<file path="src/rtl/seq_detect_ctrl.sv">
// Frame-based serial pattern detector: arms one frame through a cfg handshake,
// flags every overlapping match of a programmable pattern and counts them.
module seq_detect_ctrl #(
    parameter int PAT_W = 8,
    parameter int CNT_W = 8
) (
    input  logic             clk,
    input  logic             reset,
    input  logic             cfg_valid_i,
    output logic             cfg_ready_o,
    input  logic [PAT_W-1:0] cfg_pattern_i,
    input  logic [3:0]       cfg_len_i,
    input  logic [CNT_W-1:0] cfg_frame_i,
    input  logic             abort_i,
    input  logic             x_valid_i,
    input  logic             x_i,
    output logic             det_o,
    output logic [CNT_W-1:0] count_o,
    output logic             busy_o,
    output logic             done_o
);

    // state   | meaning
    // --------+-------------------------------------------------
    // ST_IDLE | waiting for configuration, cfg_ready_o high
    // ST_RUN  | scanning qualified bits of the armed frame
    // ST_DONE | one-cycle frame-complete pulse, then back to IDLE
    typedef enum logic [1:0] {
        ST_IDLE = 2'd0,
        ST_RUN  = 2'd1,
        ST_DONE = 2'd2
    } state_t;

    localparam logic [3:0]       LEN_MAX = 4'(PAT_W);
    localparam logic [3:0]       LEN_ONE = 4'd1;
    localparam logic [CNT_W-1:0] CNT_ONE = CNT_W'(1);

    state_t             r_state;
    state_t             w_state_next;

    logic [PAT_W-1:0]   r_pattern;
    // The oldest history bit is never compared, so only PAT_W-1 bits are kept.
    logic [PAT_W-2:0]   r_hist;
    logic [3:0]         r_len;
    logic [3:0]         r_seen;
    logic [CNT_W-1:0]   r_frame_rem;
    logic [CNT_W-1:0]   r_count;
    logic               r_det;

    logic [PAT_W-1:0]   w_hist_next;
    logic [PAT_W-1:0]   w_mask;
    logic [3:0]         w_seen_next;
    logic [3:0]         w_len_clamped;
    logic               w_accept;
    logic               w_sample;
    logic               w_last;
    logic               w_match;

    assign w_accept    = (r_state == ST_IDLE) && cfg_valid_i;
    assign w_sample    = (r_state == ST_RUN) && x_valid_i && !abort_i;
    assign w_last      = (r_frame_rem == '0);
    assign w_hist_next = {r_hist, x_i};
    assign w_seen_next = (r_seen == LEN_MAX) ? r_seen : (r_seen + LEN_ONE);

    always_comb begin
        w_len_clamped = cfg_len_i;
        if (cfg_len_i == 4'd0) begin
            w_len_clamped = LEN_ONE;
        end else if (cfg_len_i > LEN_MAX) begin
            w_len_clamped = LEN_MAX;
        end
    end

    always_comb begin
        w_mask = '0;
        for (int i = 0; i < PAT_W; i++) begin
            w_mask[i] = (i < int'(r_len));
        end
    end

    assign w_match = (w_seen_next >= r_len) &&
                     (((w_hist_next ^ r_pattern) & w_mask) == '0);

    always_ff @(posedge clk or posedge reset) begin
        if (reset) begin
            r_state <= ST_IDLE;
        end else begin
            r_state <= w_state_next;
        end
    end

    always_comb begin
        w_state_next = r_state;
        cfg_ready_o  = 1'b0;
        busy_o       = 1'b0;
        done_o       = 1'b0;
        case (r_state)
            ST_IDLE: begin
                cfg_ready_o = 1'b1;
                if (cfg_valid_i) begin
                    w_state_next = ST_RUN;
                end
            end
            ST_RUN: begin
                busy_o = 1'b1;
                // Abort takes priority over a last bit sampled in the same cycle.
                if (abort_i) begin
                    w_state_next = ST_IDLE;
                end else if (x_valid_i && w_last) begin
                    w_state_next = ST_DONE;
                end
            end
            ST_DONE: begin
                done_o       = 1'b1;
                w_state_next = ST_IDLE;
            end
            default: begin
                w_state_next = ST_IDLE;
            end
        endcase
    end

    // Frame length is tracked as a down-counter; the last bit is the one
    // sampled while the remaining count is zero.
    always_ff @(posedge clk or posedge reset) begin
        if (reset) begin
            r_pattern   <= '0;
            r_hist      <= '0;
            r_len       <= LEN_ONE;
            r_seen      <= '0;
            r_frame_rem <= '0;
            r_count     <= '0;
            r_det       <= 1'b0;
        end else begin
            r_det <= 1'b0;
            if (w_accept) begin
                r_pattern   <= cfg_pattern_i;
                r_len       <= w_len_clamped;
                r_frame_rem <= cfg_frame_i;
                r_hist      <= '0;
                r_seen      <= '0;
                r_count     <= '0;
            end else if (w_sample) begin
                r_hist <= w_hist_next[PAT_W-2:0];
                r_seen <= w_seen_next;
                if (!w_last) begin
                    r_frame_rem <= r_frame_rem - CNT_ONE;
                end
                if (w_match) begin
                    r_det <= 1'b1;
                    if (r_count != '1) begin
                        r_count <= r_count + CNT_ONE;
                    end
                end
            end
        end
    end

    assign det_o   = r_det;
    assign count_o = r_count;

endmodule

</file>
<file path="config.mk">
export PLATFORM = sky130hd
export DESIGN_NAME = seq_detect_ctrl
export DESIGN_NICKNAME = d
export VERILOG_FILES = /design/src/rtl/seq_detect_ctrl.sv
export SDC_FILE = /design/constraint.sdc
export NUM_CORES = 1
export LEC_CHECK = 0
export ABC_AREA = 1
export CELL_PAD_IN_SITES_DETAIL_PLACEMENT = 2
export CELL_PAD_IN_SITES_GLOBAL_PLACEMENT = 2
export CORE_MARGIN = 3
export CORE_UTILIZATION = 25
export DETAILED_ROUTE_END_ITERATION = 16
export GPL_TIMING_DRIVEN = 0
export PLACE_DENSITY = 0.7
export SKIP_LAST_GASP = 1
export SYNTH_ARGS = -nofsm -noshare
export SYNTH_HDL_FRONTEND = slang
export SYNTH_SLANG_ARGS = --single-unit
</file>
<file path="constraint.sdc">
create_clock -name clk -period 2.25 [get_ports clk]
set_clock_uncertainty 0.2 [all_clocks]
set_input_delay 0.45 -clock clk [delete_from_list [all_inputs] [get_ports clk]]
set_output_delay 0.45 -clock clk [all_outputs]
set_load 0.01 [all_outputs]
</file>
==> impl.org, run 1 <==
#+TITLE: Physical design notes

** Finish
- Across the whole layout, storage elements make up 32.86% of the cell area.
- The number of antenna diodes in the final layout is 0.
- The design has about 42 sequential cells.
- Of the total standard cell area in the layout, the multi-input combinational portion is between 30% and 40%.
- Clock network area share :: between 4 and 5%
- The layout report lists the combined flip-flop and latch area as 0.001052 mm2.
- From synthesis to final layout, the design area changed by 35.33%.
- The top cell type in the final layout, fill and taps aside, is sky130_fd_sc_hd__nand2_1.

** Power
- The switching component of the power was reported as ~1.1 mW.
- Per the breakdown, switching nets consume 37.44% of all power.
- The internal power of the cells totals around 1.8 mW.
- Relative contribution of sequential cells to total power :: a little over a third
- The completed layout was analyzed and its total power is 2.918 mW.

** Route
- Total iterations of the first detailed-routing run :: 4

** STA
- Endpoints failing hold in the final report were tallied at 0.
- The worst path uses slightly below 100% of the clock period.
- In the final timing run, aggregate negative setup slack is 0 ps.

** Synthesis
- Cell with the most instances after synthesis :: sky130_fd_sc_hd__nand2_1
- Synthesized Nets :: 337
- For this run, the number of Yosys warnings is 0.
- Cell Area, Synth :: about 0.0024 mm2
- Synth mux share :: 0%
- The synthesis report lists the most area-consuming cells as sky130_fd_sc_hd__dfrtp_1, sky130_fd_sc_hd__nand2_1, sky130_fd_sc_hd__inv_1, sky130_fd_sc_hd__nand3_1, sky130_fd_sc_hd__ha_1.

** Global routing
- Overall routing resource usage recorded by global route was around 14%.
- Entering global routing, the biggest net connects 24 pins.
- The first global-routing pass estimated 11780 um of wire.
- The number of global-route vias before repair was approximately 2400.
- Global-route track usage on met3 :: under 10%

** Setup path
- STA classifies the critical path startpoint as a register.
- Buffering stage count on the worst path with inverters included :: 2
- Setup slack on the worst reg-to-reg path comes out at a little over 40 ps.

** Place
- HPWL after detailed placement :: approximately 5200 um
- Once placement completed, the tool counted placed cells totaling ~470.

** Clock tree
- Post-cts gate resize count :: 4
- Max clock buf depth :: 2
- Post-CTS setup buffers :: 0

** Die
- Chip Area :: between 0.01 and 0.015 mm2

** Outcome
- The flow ran to the end, and the final reports show no timing, DRC or antenna violations.
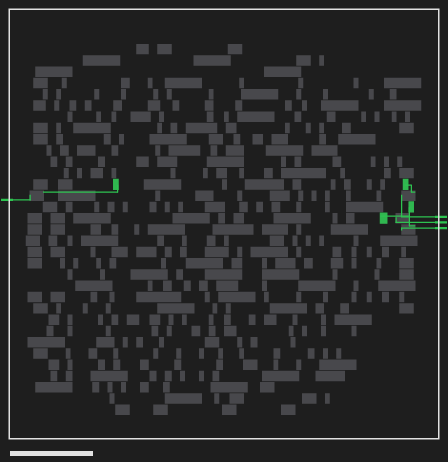
Fig. 1. Nets reached from selected ports (run 1).
Bar = 20 um.
legend:
  green:
    port: `cfg_len_i`
    bits: 4
    direction: input
    end_cells: 4
    buffers: 4
    wire: 74.7 um
Port Buf Inserts: 37
I/O pin cnt: 38

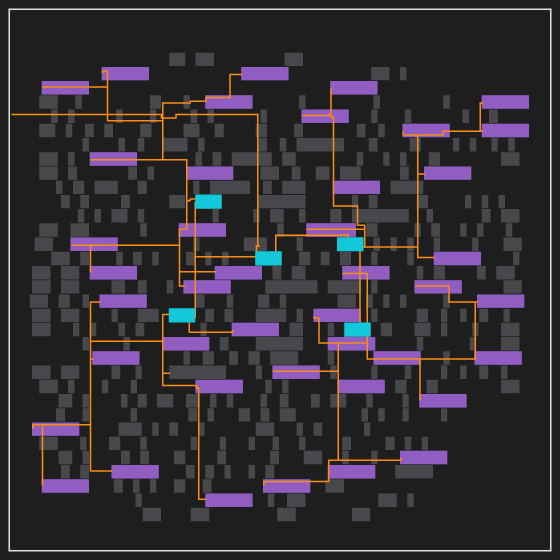
Fig. 2. Routed clock nets over the placement (run 1).
legend:
  purple:
    item: flip-flops
    count: 42
  cyan:
    item: cells driving clock nets
    count: 5
  orange:
    item: clock wires
    length: 721 um
flops lie: widely spread
routed clock nets: 6
insertion delay at the late pin of the worst-skew pair: 300 ps
clock network power: 765 uW
clock power share: 26.2%

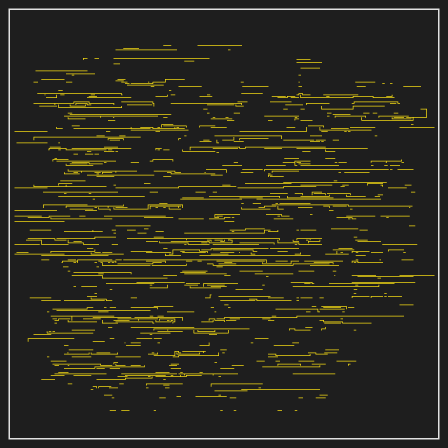
Fig. 3. Signal wires on met1 (run 1).
main direction: horizontal
nets with wire on the layer: 348
longest straight run: 36.8 um
DRT Wirelength: 7376 um
vias: 2224
met1 usage in global routing: 18.45%

==> inputs of run 2 (changes only) <==
--- a/config.mk
+++ b/config.mk
@@ -12,7 +12,8 @@
 export CORE_UTILIZATION = 25
 export DETAILED_ROUTE_END_ITERATION = 16
 export GPL_TIMING_DRIVEN = 0
-export PLACE_DENSITY = 0.7
+export HOLD_SLACK_MARGIN = 0.15
+export PLACE_DENSITY = 0.65
 export SKIP_LAST_GASP = 1
 export SYNTH_ARGS = -nofsm -noshare
 export SYNTH_HDL_FRONTEND = slang
==> run 2 against run 1 <==
Against the previous run: maximum frequency is 0.22% higher; non-clock buffer count increased by 1; sequential cell count did not move; global-route usage increased by 0.73 points; first-iteration DRC count is 12% higher; register-to-register slack about the same; sequential power is essentially flat; critical endpoint is now count_o[4].
==> impl.org, run 2 <==
#+TITLE: Physical design notes

** Place
- The placed wire-length estimate after detailed placement is 5266 um (+0.71%).

** Finish
- Footprint of the flip-flops and latches :: 0.001052 mm2 (unchanged)
- Seq_cells :: 42 (unchanged)
- In this run the layout overhead on the synthesized area is reported as 32.47%.
- Combinational fraction of the cell area :: 38.04% (-0.057 points)
- Number of antenna diodes :: 0 (unchanged)
- The clock tree cell share of total cell area is 3.034% (-1.4 points).
- The register fraction of the total cell area is 33.57% (+0.71 points).

** Clock tree
- The clock latency reported for the late side of the worst-skew pair came to 300 ps (about the same).
- Post-CTS setup buffers :: 2 (+2)
- Max clock buf depth :: 2 (unchanged)
- The quantity of gates resized following cts is 4 (unchanged).

** Setup path
- The combined buffer and inverter count along the critical path came to 4 (+2).
- STA classifies the critical path startpoint as a register.

** Global routing
- The met3 demand-to-capacity share in global routing was 2.549% (+0.20 points).
- Maximum number of pins on one net before global-route repair :: 35 (+46%)
- The first-pass GRT wire length was 12330 um (+4.7%).
- Met1 usage in global routing :: 20.32% (+1.9 points)

** Route
- Total iterations of the first detailed-routing run :: 4 (unchanged)
- The aggregate routed wire length was 7322 um (-0.73%).
- The number of vias in the routed layout is 2198 (-1.2%).

** Synthesis
- The mapped cell area came to 0.002366 mm2 (unchanged).
- Sorting the synthesis cell report by count puts at the top sky130_fd_sc_hd__nand2_1.
- Synth warnings :: 0 (unchanged)
- Synth mux share :: 0% (unchanged)

** STA
- Final Hold Vio Count :: 0 (unchanged)
- The fraction of the cycle the final worst path needs was 97.95% (-0.21 points).

** Outcome
- The flow ran to the end, and the final reports show no timing, DRC or antenna violations.

** Power
- Relative contribution of sequential cells to total power :: 39.1% (+2.9 points)
- The net switching power was 1.083 mW (-0.87%).
- The switching portion of total power came to 40.37% (+2.9 points).

** Die
- I/O pin cnt :: 38 (unchanged)
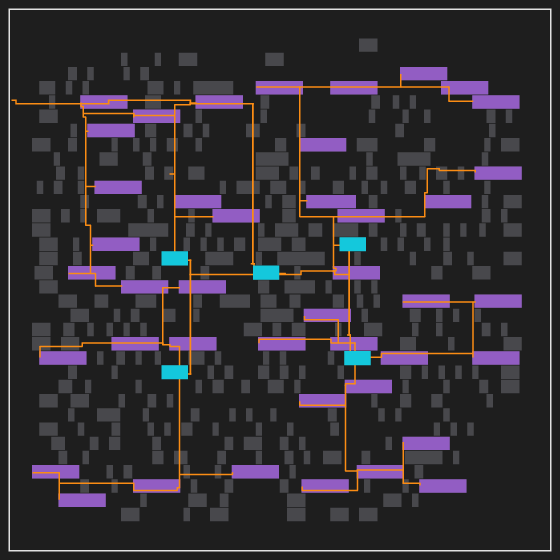
Fig. 4. Routed clock nets over the placement (run 2).
legend:
  purple:
    item: flip-flops
    count: 42
  cyan:
    item: cells driving clock nets
    count: 5
  orange:
    item: clock wires
    length: 685 um
routed clock nets: 6
flops lie: widely spread
clock network power: 533 uW
clock power share: 19.9%

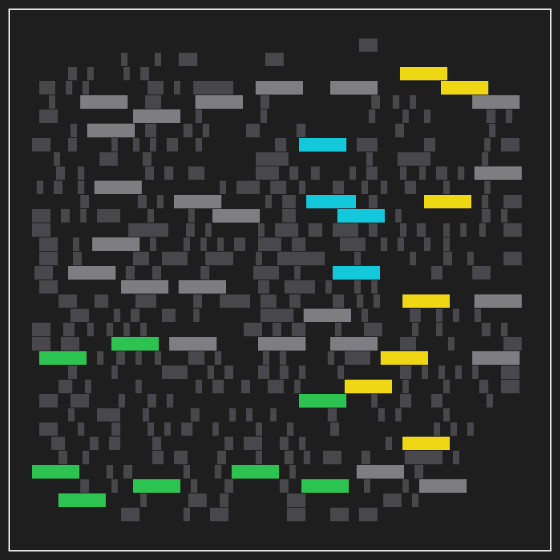
Fig. 5. Sequential cells grouped by signal name (run 2).
Other sequential cells in the stronger gray, the rest of the logic in the fainter gray.
legend:
  cyan:
    name_in_the_netlist: `r_len`
    sequential_cells: 4
  yellow:
    name_in_the_netlist: `r_hist`
    sequential_cells: 7
  green:
    name_in_the_netlist: `r_frame_rem`
    sequential_cells: 8
sequential logic power: 1.05 mW
Final Util: 34.92%

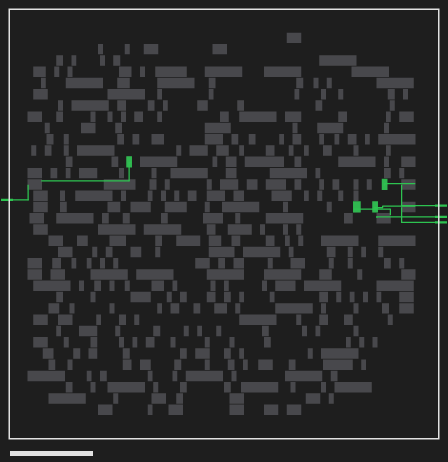
Fig. 6. Nets reached from selected ports (run 2).
Bar = 20 um.
legend:
  green:
    port: `cfg_len_i`
    bits: 4
    direction: input
    end_cells: 4
    buffers: 4
    wire: 100 um

Power is estimated from default activity; no workload was simulated.
